### src/rtl/sonar_ping_controller_pkg.sv
// Shared encodings for the sonar ping controller: FSM states, register map and
// CTRL/STATUS bit positions, plus the STATUS word packer.
package sonar_ping_controller_pkg;

    typedef enum logic [2:0] {
        ST_IDLE,
        ST_TRIG,
        ST_WAIT_RISE,
        ST_MEASURE,
        ST_HOLDOFF
    } state_t;

    localparam logic [1:0] ADDR_CTRL   = 2'd0;
    localparam logic [1:0] ADDR_RESULT = 2'd1;
    localparam logic [1:0] ADDR_PINGS  = 2'd2;

    localparam int CTRL_START = 0;
    localparam int CTRL_CONT  = 1;
    localparam int CTRL_CLEAR = 2;

    localparam int STAT_BUSY    = 0;
    localparam int STAT_CONT    = 1;
    localparam int STAT_DONE    = 2;
    localparam int STAT_TIMEOUT = 3;

    localparam logic [31:0] RESULT_TIMEOUT = 32'hFFFF_FFFF;

    function automatic logic [31:0] pack_status(input logic busy, input logic cont,
                                                input logic done, input logic timeout);
        logic [31:0] v;
        v               = '0;
        v[STAT_BUSY]    = busy;
        v[STAT_CONT]    = cont;
        v[STAT_DONE]    = done;
        v[STAT_TIMEOUT] = timeout;
        return v;
    endfunction

endpackage

### src/rtl/sync_edge.sv
// Two-flop synchronizer for an asynchronous input, followed by single-cycle
// rise and fall pulses derived from the synchronized level.
module sync_edge (
    input  logic clock,
    input  logic reset,
    input  logic i_async,
    output logic o_rise,
    output logic o_fall
);

    logic r_meta;
    logic r_sync;
    logic r_prev;

    always_ff @(posedge clock) begin
        if (reset) begin
            r_meta <= 1'b0;
            r_sync <= 1'b0;
            r_prev <= 1'b0;
        end else begin
            r_meta <= i_async;
            r_sync <= r_meta;
            r_prev <= r_sync;
        end
    end

    assign o_rise = r_sync & ~r_prev;
    assign o_fall = ~r_sync & r_prev;

endmodule

### src/rtl/sonar_ping_controller.sv
// Memory-mapped ping sequencer for one ultrasonic ranger: trigger, echo wait,
// echo width measurement, timeout and holdoff, with CTRL/STATUS, RESULT and PINGS registers.
module sonar_ping_controller
    import sonar_ping_controller_pkg::*;
#(
    parameter int TRIG_CYCLES    = 500,
    parameter int TIMEOUT_CYCLES = 1900000,
    parameter int HOLDOFF_CYCLES = 3000000,
    parameter int CNT_W          = 22
) (
    input  logic        clock,
    input  logic        reset,
    input  logic        sel,
    input  logic        wren,
    input  logic [1:0]  addr,
    input  logic [31:0] data_in,
    output logic [31:0] data_out,
    output logic        trig_out,
    input  logic        echo_in,
    output logic        done_irq
);

    localparam logic [CNT_W-1:0] TRIG_LAST    = CNT_W'(TRIG_CYCLES - 1);
    localparam logic [CNT_W-1:0] TIMEOUT_LAST = CNT_W'(TIMEOUT_CYCLES - 1);
    localparam logic [CNT_W-1:0] HOLD_LAST    = CNT_W'(HOLDOFF_CYCLES - 1);
    localparam logic [CNT_W-1:0] CNT_ONE      = CNT_W'(1);

    state_t            r_state;
    logic              r_trig;
    logic [CNT_W-1:0]  r_cnt;
    logic [CNT_W-1:0]  r_timer;
    logic [CNT_W-1:0]  r_width;
    logic [31:0]       r_result;
    logic [31:0]       r_pings;
    logic              r_cont;
    logic              r_done;
    logic              r_timeout;
    logic [31:0]       r_rdata;

    logic        w_echo_rise;
    logic        w_echo_fall;
    logic        w_wr_ctrl;
    logic        w_start_ok;
    logic        w_clear;
    logic        w_cont_nxt;
    logic        w_timer_exp;
    logic        w_end_ok;
    logic        w_end_to;
    logic        w_ping_end;
    logic        w_hold_done;
    logic        w_busy_nxt;
    logic        w_done_nxt;
    logic        w_to_nxt;
    logic [31:0] w_result_nxt;
    logic [31:0] w_pings_nxt;
    logic [31:0] w_rdata;
    logic        w_unused_wdata;

    sync_edge u_echo_sync (
        .clock   (clock),
        .reset   (reset),
        .i_async (echo_in),
        .o_rise  (w_echo_rise),
        .o_fall  (w_echo_fall)
    );

    assign w_wr_ctrl      = sel & wren & (addr == ADDR_CTRL);
    assign w_start_ok     = w_wr_ctrl & data_in[CTRL_START] & (r_state == ST_IDLE);
    assign w_clear        = w_wr_ctrl & data_in[CTRL_CLEAR];
    assign w_cont_nxt     = w_wr_ctrl ? data_in[CTRL_CONT] : r_cont;
    assign w_unused_wdata = ^data_in[31:3];

    // A fall landing exactly on the timeout edge is still a valid echo.
    assign w_timer_exp = (r_timer == TIMEOUT_LAST);
    assign w_end_ok    = (r_state == ST_MEASURE) & w_echo_fall;
    assign w_end_to    = w_timer_exp & ((r_state == ST_WAIT_RISE) |
                                        ((r_state == ST_MEASURE) & ~w_echo_fall));
    assign w_ping_end  = w_end_ok | w_end_to;
    assign w_hold_done = (r_state == ST_HOLDOFF) & (r_cnt == HOLD_LAST);

    // Post-edge view of every software-visible field, shared by the registers and the read port.
    assign w_busy_nxt   = w_start_ok |
                          ((r_state != ST_IDLE) & ~(w_hold_done & ~w_cont_nxt));
    assign w_done_nxt   = w_ping_end | (r_done & ~w_clear);
    assign w_to_nxt     = w_end_to | (r_timeout & ~w_clear);
    assign w_result_nxt = w_end_to ? RESULT_TIMEOUT :
                          w_end_ok ? 32'(r_width) : r_result;
    assign w_pings_nxt  = r_pings + 32'(w_ping_end);

    always_comb begin
        w_rdata = '0;
        case (addr)
            ADDR_CTRL:   w_rdata = pack_status(w_busy_nxt, w_cont_nxt, w_done_nxt, w_to_nxt);
            ADDR_RESULT: w_rdata = w_result_nxt;
            ADDR_PINGS:  w_rdata = w_pings_nxt;
            default:     w_rdata = '0;
        endcase
    end

    always_ff @(posedge clock) begin
        if (reset) begin
            r_state <= ST_IDLE;
            r_trig  <= 1'b0;
            r_cnt   <= '0;
            r_timer <= '0;
            r_width <= '0;
        end else begin
            case (r_state)
                ST_IDLE: begin
                    if (w_start_ok) begin
                        r_state <= ST_TRIG;
                        r_trig  <= 1'b1;
                        r_cnt   <= '0;
                    end
                end
                ST_TRIG: begin
                    if (r_cnt == TRIG_LAST) begin
                        r_state <= ST_WAIT_RISE;
                        r_trig  <= 1'b0;
                        r_timer <= '0;
                    end else begin
                        r_cnt <= r_cnt + CNT_ONE;
                    end
                end
                ST_WAIT_RISE: begin
                    r_timer <= r_timer + CNT_ONE;
                    if (w_end_to) begin
                        r_state <= ST_HOLDOFF;
                        r_cnt   <= '0;
                    end else if (w_echo_rise) begin
                        r_state <= ST_MEASURE;
                        r_width <= CNT_ONE;
                    end
                end
                ST_MEASURE: begin
                    r_timer <= r_timer + CNT_ONE;
                    r_width <= r_width + CNT_ONE;
                    if (w_ping_end) begin
                        r_state <= ST_HOLDOFF;
                        r_cnt   <= '0;
                    end
                end
                ST_HOLDOFF: begin
                    if (w_hold_done) begin
                        if (w_cont_nxt) begin
                            r_state <= ST_TRIG;
                            r_trig  <= 1'b1;
                            r_cnt   <= '0;
                        end else begin
                            r_state <= ST_IDLE;
                        end
                    end else begin
                        r_cnt <= r_cnt + CNT_ONE;
                    end
                end
                default: begin
                    r_state <= ST_IDLE;
                    r_trig  <= 1'b0;
                end
            endcase
        end
    end

    always_ff @(posedge clock) begin
        if (reset) begin
            r_cont    <= 1'b0;
            r_done    <= 1'b0;
            r_timeout <= 1'b0;
            r_result  <= '0;
            r_pings   <= '0;
            r_rdata   <= '0;
        end else begin
            r_cont    <= w_cont_nxt;
            r_done    <= w_done_nxt;
            r_timeout <= w_to_nxt;
            r_result  <= w_result_nxt;
            r_pings   <= w_pings_nxt;
            if (sel) begin
                r_rdata <= w_rdata;
            end
        end
    end

    assign data_out = r_rdata;
    assign trig_out = r_trig;
    assign done_irq = r_done;

endmodule
### config.mk
export PLATFORM = sky130hd
export DESIGN_NAME = sonar_ping_controller
export DESIGN_NICKNAME = d
export VERILOG_FILES = /design/src/rtl/sonar_ping_controller_pkg.sv /design/src/rtl/sync_edge.sv /design/src/rtl/sonar_ping_controller.sv
export SDC_FILE = /design/constraint.sdc
export NUM_CORES = 1
export LEC_CHECK = 0
export CORE_MARGIN = 4
export CORE_UTILIZATION = 52
export DETAILED_ROUTE_END_ITERATION = 8
export GPL_ROUTABILITY_DRIVEN = 1
export PLACE_DENSITY = 0.76
export SLEW_MARGIN = 20
export SYNTH_ARGS = -nofsm -noshare
export SYNTH_HDL_FRONTEND = slang
export SYNTH_SLANG_ARGS = --single-unit
export TNS_END_PERCENT = 30
### constraint.sdc
create_clock -name clock -period 3.2 [get_ports clock]
set_clock_uncertainty 0.05 [all_clocks]
set_input_delay 0.8 -clock clock [delete_from_list [all_inputs] [get_ports clock]]
set_output_delay 0.8 -clock clock [all_outputs]
set_load 0.03 [all_outputs]
==> flow_summary.json, run 1 <==
{
  "rr_startpoint": "r_timer[9]",
  "crit_end": "data_out[16]",
  "bufAreaShareNonClock_pct": 8.04,
  "maxCapViolCount": 0,
  "critical_path_depth": 12,
  "grt_overflow": 0,
  "pin_count": 73,
  "edf_count": 0,
  "firstDrtPassIters": 8,
  "wl_per_cell_um": 16.4,
  "topCombFamilyByArea": "simple AND/OR/NAND/NOR gates",
  "adder_share_pct": 0.782,
  "rows": 45,
  "n_antenna_cell": 0,
  "path_clk_slew_ns": 0.07,
  "nClkBuffers": 18,
  "p_seq_share_pct": 48.8,
  "whs_path_depth": 1,
  "comb_cells": 730,
  "finalNetCount": 1072,
  "met1_length_um": 9310,
  "setup_viol": 0,
  "comb_share_pct": 45.7,
  "flop_cell": "dfxtp_1",
  "drv_slew": 0,
  "nNonClkBuffers": 87,
  "power_frac_comb_pct": 3.9,
  "area_growth_pct": 17.9,
  "hold_path_end": "u_echo_sync.r_sync",
  "layout.cell_area.non_filler_um2": 9430,
  "top_cell": "dfxtp_1",
  "violations": "DRC",
  "warnings": 56,
  "whs_ns": 0.390,
  "max_freq_mhz": 328,
  "cts_setup_buffers": 0,
  "worstPathRequired_ns": 3.50,
  "hold_viol": 0,
  "synthesis.area_um2": 8000,
  "mux_area_share_pct": 1.63,
  "yosysChipArea_um2": 8000,
  "drt_iter0_drc": 499,
  "dr.max_layer_used": "met4",
  "dp_hpwl_um": 13600,
  "utilization_pct": 62.2,
  "worst_pin_slew_ns": 0.719,
  "drt_wl_total_um": 20200,
  "largest_cell_class": "multi-input combinational cells",
  "grt_pass1_wl_um": 33600,
  "fin_cells": 1229,
  "ys_cells": 981,
  "cts_buffers": 17,
  "dpl-instance-area_um2": 8760,
  "cp_slowest_stage_delay_ns": 0.40,
  "gp_congestion": 0.862,
  "ir_drop_mv": 0.371,
  "wl_met2_um": 9210,
  "worstPathArrival_ns": 3.34,
  "die_h_um": 132,
  "chip_area_um2": 17400,
  "p_sw_share_pct": 25.6,
  "top_area_share_pct": 43.1,
  "reg2reg_depth": 12,
  "drc": 2,
  "ant_nets": 0,
  "switchingPower_w": 0.00113,
  "met3_length_um": 1200,
  "clock_latency_ns": 0.43,
  "worstPathBufferInverterCount": 0,
  "ys_warn_count": 0,
  "rsz0062_at_grt": "yes",
  "min_path_type": "register to register",
  "clock_area_share_pct": 6.44,
  "reg2reg_slack_ns": 0.15,
  "htree_levels": 4,
  "startpoint": "r_timer[9]",
  "comb-power_w": 0.000171,
  "status": "finished, violations left",
  "cp-end-kind": "register",
  "grt_start_max_net_pins": 60,
  "synth_nets": 1025,
  "cts_tree": "done",
  "ys_types": 61,
  "cts_buffer_depth": 2,
  "finalSetupTns_ns": 0,
  "logic_area_um2": 4310,
  "post_cts_resized": 0,
  "grt_usage_pct": 23.0,
  "fp.dieW_um": 132,
  "internal-power_w": 0.00329,
  "first_global_vias": 6700,
  "min_period_ns": 3.05,
  "crit_type": "register to register",
  "use_met2_pct": 36.7,
  "ys_sh_simple_pct": 28.1,
  "fillers": 1276,
  "compound_area_share_pct": 17.4,
  "io_buffers": 43,
  "pg_clk_w": 0.00209,
  "nNonClkInverters": 20
}
run_1/final_clocks.png
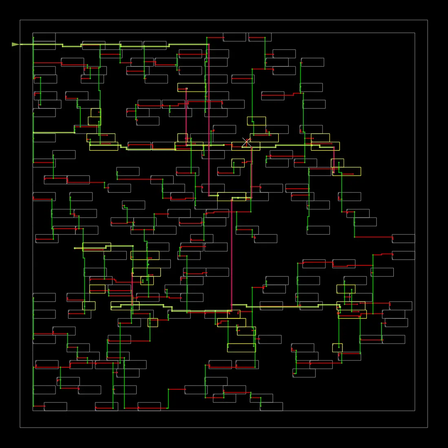
count of clock tree sinks: 172
seq_cells: 172

run_1/met4.png
Cells faint in the background.
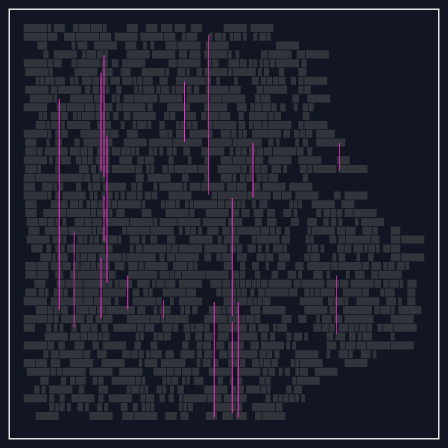
share of all routed wire: 2.5%
wire length on this layer: 498 um
longest straight run: 64.6 um
nets with wire on the layer: 14
main direction: vertical

run_1/cell_classes.png
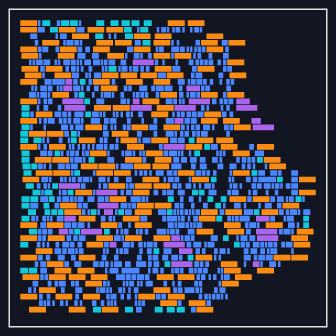
legend:
  purple:
    class: clock drivers and dummy loads
    cells: 32
    share_of_their_area: 6.6%
  cyan:
    class: other buffers and delay cells
    cells: 87
    share_of_their_area: 8.2%
  orange:
    class: flip-flops
    cells: 172
    share_of_their_area: 37%
  blue:
    class: all other logic
    cells: 750
    share_of_their_area: 48%

run_1/wire_density.png
26 x 26 tiles, from dark blue (low) to red (high), scaled to the fullest tile. Values are wire area over tile area, all layers added.
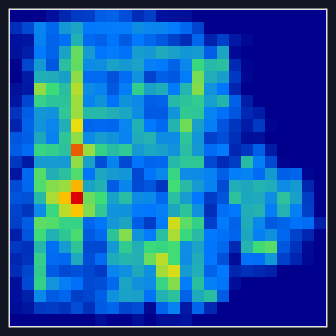

--- run 2 (diff from run 1) ---
--- a/config.mk
+++ b/config.mk
@@ -5,6 +5,7 @@
 export SDC_FILE = /design/constraint.sdc
 export NUM_CORES = 1
 export LEC_CHECK = 0
+export CORE_ASPECT_RATIO = 1.25
 export CORE_MARGIN = 4
 export CORE_UTILIZATION = 52
 export DETAILED_ROUTE_END_ITERATION = 8
run_2/wire_density.png
24 x 29 tiles, from dark blue (low) to red (high), scaled to the fullest tile. Values are wire area over tile area, all layers added.
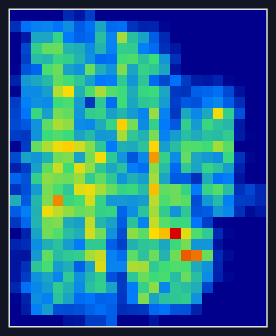
mean over tiles: 0.18
emptiest ninth of the die: top right
tiles over half the peak: 18%
nearly empty tiles: 22%
fullest tile: 0.63

==> flow_summary.json, run 2 <==
{
  "drc": 0,
  "fin_cells": 1224,
  "rows": 50,
  "adder_share_pct": 0.782,
  "finalNetCount": 1073,
  "grt_pass1_wl_um": 33400,
  "nNonClkBuffers": 88,
  "switchingPower_w": 0.00103,
  "ys_sh_simple_pct": 28.1,
  "dpl-instance-area_um2": 8770,
  "topCombFamilyByArea": "simple AND/OR/NAND/NOR gates",
  "chip_area_um2": 17400,
  "clock_area_share_pct": 6.02,
  "dr.max_layer_used": "met4",
  "min_path_type": "register to register",
  "synth_nets": 1025,
  "first_global_vias": 6869,
  "post_cts_resized": 0,
  "setup_viol": 0,
  "p_sw_share_pct": 23.8,
  "worstPathRequired_ns": 3.47,
  "ys_cells": 981,
  "drt_iter0_drc": 410,
  "status": "finished clean",
  "crit_end": "data_out[23]",
  "worst_pin_slew_ns": 1.08,
  "grt_start_max_net_pins": 59,
  "htree_levels": 4,
  "use_met2_pct": 38.0,
  "gp_congestion": 0.844,
  "rsz0062_at_grt": "yes",
  "hold_viol": 0,
  "power_frac_comb_pct": 3.9,
  "io_buffers": 43,
  "cts_buffer_depth": 2,
  "utilization_pct": 62.6,
  "worstPathArrival_ns": 3.32,
  "ys_types": 61,
  "met1_length_um": 8880,
  "clock_latency_ns": 0.43,
  "flop_cell": "dfxtp_1",
  "pin_count": 73,
  "n_antenna_cell": 0,
  "n_sequential_cell": 172,
  "min_period_ns": 3.04,
  "wl_met2_um": 9590,
  "cp-end-kind": "register",
  "compound_area_share_pct": 17.4,
  "cts.sinks": 172,
  "finalSetupTns_ns": 0,
  "ir_drop_mv": 0.302,
  "fillers": 1309,
  "wl_per_cell_um": 16.1,
  "bufAreaShareNonClock_pct": 8.28,
  "worstPathBufferInverterCount": 1,
  "cts_setup_buffers": 3,
  "max_freq_mhz": 329,
  "drt_wl_total_um": 19700,
  "startpoint": "r_timer[9]",
  "path_clk_slew_ns": 0.07,
  "firstDrtPassIters": 5,
  "comb_share_pct": 45.8,
  "maxCapViolCount": 0,
  "grt_usage_pct": 23.0
}
run_2/final_clocks.png
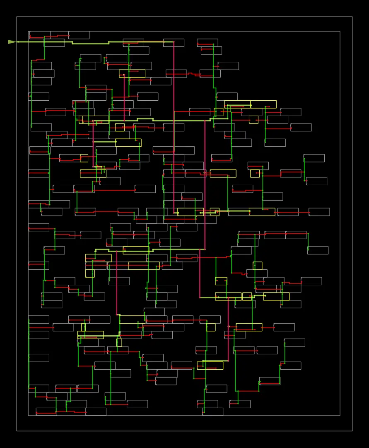
TritonCTS Buffers: 17
Clock group: 0.00201 W

Power and IR drop assume default switching activity.
